### src/rtl/ldbuf_stream_arb_3_to_1.sv
`default_nettype none
// +-----------------------------------------------------------------------------+
// | ldbuf_stream_arb_3_to_1                                                     |
// | Round-robin packet arbiter merging IFM/WGT/BIAS streams into one tagged one. |
// | Rev 1.0                                                                     |
// +-----------------------------------------------------------------------------+
module ldbuf_stream_arb_3_to_1 #(
  parameter int          DATA_WIDTH = 32,
  parameter logic [1:0]  IFM        = 2'b01,
  parameter logic [1:0]  WGT        = 2'b10,
  parameter logic [1:0]  BIAS       = 2'b11,
  parameter int          MAX_BURST  = 256,
  parameter int          CNT_WIDTH  = 9
) (
  input  logic                  clk,
  input  logic                  rst_n,
  input  logic                  ifm_valid,
  input  logic [DATA_WIDTH-1:0] ifm_data,
  input  logic                  ifm_last,
  output logic                  ifm_ready,
  input  logic                  wgt_valid,
  input  logic [DATA_WIDTH-1:0] wgt_data,
  input  logic                  wgt_last,
  output logic                  wgt_ready,
  input  logic                  bias_valid,
  input  logic [DATA_WIDTH-1:0] bias_data,
  input  logic                  bias_last,
  output logic                  bias_ready,
  output logic                  out_valid,
  output logic [DATA_WIDTH-1:0] out_data,
  output logic [1:0]            out_sel,
  output logic                  out_last,
  input  logic                  out_ready,
  output logic [CNT_WIDTH-1:0]  beat_cnt,
  output logic                  burst_err
);

  typedef enum logic [0:0] {
    IDLE = 1'b0,
    BUSY = 1'b1
  } state_e;

  localparam logic [CNT_WIDTH-1:0] LAST_CNT = CNT_WIDTH'(MAX_BURST - 1);

  // Channel indices 0/1/2 = IFM/WGT/BIAS; wraps modulo 3.
  function automatic logic [1:0] rr_add(input logic [1:0] base, input logic [1:0] off);
    logic [2:0] s;
    s = {1'b0, base} + {1'b0, off};
    if (s >= 3'd3) s = s - 3'd3;
    return s[1:0];
  endfunction

  function automatic logic [1:0] code_of(input logic [1:0] idx);
    case (idx)
      2'd0:    return IFM;
      2'd1:    return WGT;
      default: return BIAS;
    endcase
  endfunction

  state_e                  state_q, state_d;
  logic [1:0]              rr_q, rr_d;
  logic [1:0]              gnt_q, gnt_d;
  logic                    out_valid_q, out_valid_d;
  logic [DATA_WIDTH-1:0]   out_data_q, out_data_d;
  logic [1:0]              out_sel_q, out_sel_d;
  logic                    out_last_q, out_last_d;
  logic [CNT_WIDTH-1:0]    beat_cnt_q, beat_cnt_d;
  logic                    burst_err_q, burst_err_d;

  logic [2:0]              in_valid;
  logic                    pick_ok;
  logic [1:0]              pick_idx;
  logic [1:0]              cand;
  logic                    g_valid;
  logic [DATA_WIDTH-1:0]   g_data;
  logic                    g_last;
  logic                    in_rdy;
  logic                    fire;
  logic                    release_now;

  assign in_valid = {bias_valid, wgt_valid, ifm_valid};

  // Highest-priority candidate is evaluated last so it wins.
  always_comb begin
    pick_ok  = 1'b0;
    pick_idx = rr_q;
    cand     = rr_q;
    for (int k = 2; k >= 0; k--) begin
      cand = rr_add(rr_q, 2'(k));
      if (in_valid[cand]) begin
        pick_ok  = 1'b1;
        pick_idx = cand;
      end
    end
  end

  always_comb begin
    g_valid = 1'b0;
    g_data  = '0;
    g_last  = 1'b0;
    case (gnt_q)
      2'd0: begin g_valid = ifm_valid;  g_data = ifm_data;  g_last = ifm_last;  end
      2'd1: begin g_valid = wgt_valid;  g_data = wgt_data;  g_last = wgt_last;  end
      2'd2: begin g_valid = bias_valid; g_data = bias_data; g_last = bias_last; end
      default: ;
    endcase
  end

  assign in_rdy      = !out_valid_q || out_ready;
  assign fire        = (state_q == BUSY) && g_valid && in_rdy;
  assign release_now = g_last || (beat_cnt_q == LAST_CNT);

  always_comb begin
    state_d     = state_q;
    rr_d        = rr_q;
    gnt_d       = gnt_q;
    out_valid_d = out_valid_q;
    out_data_d  = out_data_q;
    out_sel_d   = out_sel_q;
    out_last_d  = out_last_q;
    beat_cnt_d  = beat_cnt_q;
    burst_err_d = burst_err_q;

    if (out_valid_q && out_ready) begin
      out_valid_d = 1'b0;
      out_sel_d   = 2'b00;
    end

    case (state_q)
      IDLE: begin
        if (pick_ok) begin
          gnt_d   = pick_idx;
          state_d = BUSY;
        end
      end
      BUSY: begin
        if (fire) begin
          out_valid_d = 1'b1;
          out_data_d  = g_data;
          out_sel_d   = code_of(gnt_q);
          out_last_d  = release_now;
          if (release_now) begin
            state_d    = IDLE;
            beat_cnt_d = '0;
            rr_d       = rr_add(gnt_q, 2'd1);
            // A burst cut without the source's own last marker is sticky-flagged.
            if (!g_last) burst_err_d = 1'b1;
          end else begin
            beat_cnt_d = beat_cnt_q + 1'b1;
          end
        end
      end
      default: state_d = IDLE;
    endcase
  end

  always_ff @(posedge clk or negedge rst_n) begin
    if (!rst_n) begin
      state_q     <= IDLE;
      rr_q        <= 2'd0;
      gnt_q       <= 2'd0;
      out_valid_q <= 1'b0;
      out_data_q  <= '0;
      out_sel_q   <= 2'b00;
      out_last_q  <= 1'b0;
      beat_cnt_q  <= '0;
      burst_err_q <= 1'b0;
    end else begin
      state_q     <= state_d;
      rr_q        <= rr_d;
      gnt_q       <= gnt_d;
      out_valid_q <= out_valid_d;
      out_data_q  <= out_data_d;
      out_sel_q   <= out_sel_d;
      out_last_q  <= out_last_d;
      beat_cnt_q  <= beat_cnt_d;
      burst_err_q <= burst_err_d;
    end
  end

  assign ifm_ready  = (state_q == BUSY) && (gnt_q == 2'd0) && in_rdy;
  assign wgt_ready  = (state_q == BUSY) && (gnt_q == 2'd1) && in_rdy;
  assign bias_ready = (state_q == BUSY) && (gnt_q == 2'd2) && in_rdy;

  assign out_valid = out_valid_q;
  assign out_data  = out_data_q;
  assign out_sel   = out_sel_q;
  assign out_last  = out_last_q;
  assign beat_cnt  = beat_cnt_q;
  assign burst_err = burst_err_q;

endmodule
`default_nettype wire

### config.mk
export PLATFORM = sky130hd
export DESIGN_NAME = ldbuf_stream_arb_3_to_1
export DESIGN_NICKNAME = d
export VERILOG_FILES = /design/src/rtl/ldbuf_stream_arb_3_to_1.sv
export SDC_FILE = /design/constraint.sdc
export NUM_CORES = 1
export LEC_CHECK = 0
export CAP_MARGIN = 20
export CELL_PAD_IN_SITES_DETAIL_PLACEMENT = 1
export CELL_PAD_IN_SITES_GLOBAL_PLACEMENT = 2
export CORE_UTILIZATION = 22
export DETAILED_ROUTE_END_ITERATION = 10
export PLACE_DENSITY = 0.86
export REMOVE_ABC_BUFFERS = 1
export SETUP_SLACK_MARGIN = 0.2
export SLEW_MARGIN = 20
export SYNTH_ARGS = -nofsm -noshare
export SYNTH_HDL_FRONTEND = slang
export SYNTH_SLANG_ARGS = --single-unit
### constraint.sdc
create_clock -name clk -period 2.4 [get_ports clk]
set_input_delay 0.36 -clock clk [delete_from_list [all_inputs] [get_ports clk]]
set_output_delay 0.36 -clock clk [all_outputs]
set_load 0.01 [all_outputs]
==> deck_impl_summary.md <==
Implementation Results

Run status
  • Run status: complete, no violations

Final timing
  • Worst clock skew: 7.34 ps
  • RSZ-0062 raised after global routing: true
  • Pins Over Slew Limit: 0
  • Crit share post-route: 86.1%
  • Worst-margin pin slew: 637 ps
  • Hold Fails Final Rpt: 0
  • Setup slack after layout: 333 ps
  • Final hold slack: 90.1 ps
  • Final setup fails: 0
  • Final min period: 2070 ps
  • Worst rel slew slack: 57.5%
  • Fmax achieved: 484 MHz

Floorplanning
  • Initial Util: 22.9%
  • Die Wd: 117 µm
  • Die height: 117 µm
  • Die area: 0.0138 mm²
  • Core Area: 0.0128 mm²
  • Io pins: 154
  • # rows: 41
  • Tap cells: 172

Synth
  • Mux share: 2.10%
  • Synth Area in Simple Gates: 12.8%
  • Seq share, synth: 43.6%
  • Synth area leader: dfrtp_1
  • Cell area after synthesis: 0.00292 mm²
  • Yosys cell count: 289
  • Max-area cell share: 43.6%
  • Top-count cell post-synth: dfrtp_1
  • Number of enable flip-flop cells: 0
  • Yosys adder share: 4.71%
  • Registers, synthesis: 51
  • Cell Type Count: 40
  • XOR/XNOR Area Share: 0%
  • Ys Warns: 0
  • Synth top cells by count: dfrtp_1 (51), nand2_1 (44), a222oi_1 (34)
  • Post-synthesis instance total: 289
  • Mean Syn Cell Area: 10.1 µm²
  • Main logic family: AND-OR/OR-AND gates

Placement
  • Placer Congestion: 0.814
  • Post-DP HPWL: 8260 µm
  • Cell Count Post-Placement: 603
  • Post-DP Area: 0.00467 mm²
  • Setup Slack @ Placement: -84.7 ps

Cells and area
  • Fin nets: 564
  • Most numerous logic cells after layout: clkdlybuf4s50_1 (149), dfrtp_1 (50), nand2_1 (44)
  • Clock buf count: 5
  • Non-clk bufs: 178
  • # fillers: 1410
  • Final Core Density: 39.0%
  • Max reg flops: 32
  • Fraction of layout cells with a size suffix above 1: 14.7%
  • Buffering overhead: 35.4%
  • Flops: 51
  • Area growth syn-to-layout: 70.3%
  • Gate Area: 0.00152 mm²
  • Fin area: 0.00498 mm²
  • Ant diodes: 0
  • Max-area cell class: non-clock buffers
  • Fraction of area in registers: 25.7%
  • Clock-cell share of area: 3.44%
  • Comb gates: 204
  • Inverters: 8

Drt
  • WL met2: 5260 µm
  • Post-Route WL: 10800 µm
  • WL met1: 4460 µm
  • DR DRC count: 0
  • Routed vias/inst: 4.85
  • DR WL/cell: 17.4 µm
  • Initial DRC Count: 174
  • Total number of vias: 3012
  • Final ANT Viol Nets: 0
  • DRT Pass-1 Iters: 7

CTS
  • Num CTS Buffers: 5
  • Postcts setup bufs: 7
  • Clock Sinks: 51
  • H-Tree Depth: 2
  • Clk slew on worst S/H paths: 70 ps
  • Late-Pin Clk Latency: 290 ps
  • TritonCTS clock tree: built
  • Worst-case clock buffer depth: 2

Global route
  • Vias in the first global route: 3009
  • Largest net degree at the start of global routing: 50
  • Gr usage total: 14.8%
  • GR met1 Demand/Resource: 18.1%
  • First-pass GRT wire length: 15600 µm
  • Remaining global-route overflow: 0
  • Antenna violations before repair: 0

Setup path
  • R2R cell count: 11
  • Reg2reg setup slack: 330 ps
  • Crit start category: flip-flop
  • CP delay by family, top: buffers and inverters
  • Worst path most repeated cell: buf_4
  • Worst reg2reg path endpoint: beat_cnt[3]
  • Worst path depth: 11
  • Worst EP arrival: 2260 ps
  • Setup crit end: beat_cnt[3]
  • Crit path max fanout: 3
  • Crit path max-delay cell type: a222oi_1
  • Setup Crit Path Kind: reg2reg
  • Max incr delay on CP: 380 ps
  • Worst path cell trace: inv_1, ha_2, buf_6, a222oi_1, buf_4, nor2_1, nor2_2, buf_4, buf_4, nand3_1, o311ai_2
  • Crit. Startpoint: gnt_q[0]

Pwr
  • Psw: 2260 µW
  • Pwr dens: 1130 mW/mm²
  • Power in combinational cells: 3370 µW
  • Pwr Total: 5620 µW
  • Int Pwr: 3350 µW
  • Maximum vdd drop: 423 µV
  • Clock share of power: 14.6%
  • P_leak: 0.00200 µW
  • Seq pwr share: 25.6%
  • Top pwr grp: combinational cells
  • Seq power: 1440 µW
  • Switching Share: 40.3%

Run
  • Tool warnings: 34
  • Maxcap violations: 0
==> images/congestion.png <==
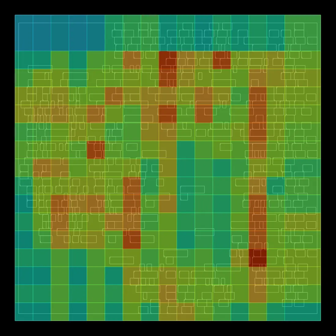
met3 GRT Util: 3.19%
M2 GR Usage: 26.8%
busiest grt layer: met2

==> images/logic_types.png <==
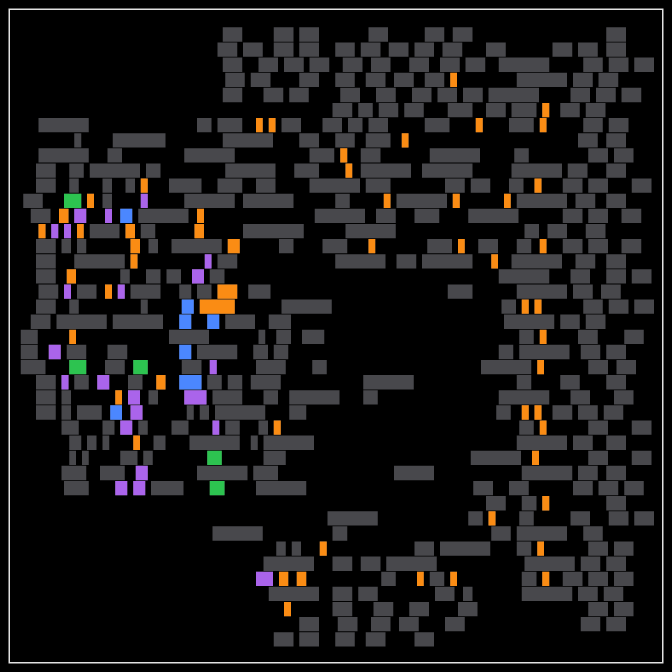
| family | colour | cells | most used |
|---|---|---|---|
| nor cells | purple | 22 | nor2_1 |
| nand cells | orange | 55 | nand2_1 |
| and/or cells | blue | 7 | and2_1 |
| non-inverting ao/oa cells | green | 5 | a21o_1 |
logic share of the area: 30.6%
Non-Filler Instances: 621
Commonest Layout Cell: clkdlybuf4s50_1

Power figures rest on the tool's default switching activity, not on a simulated workload.
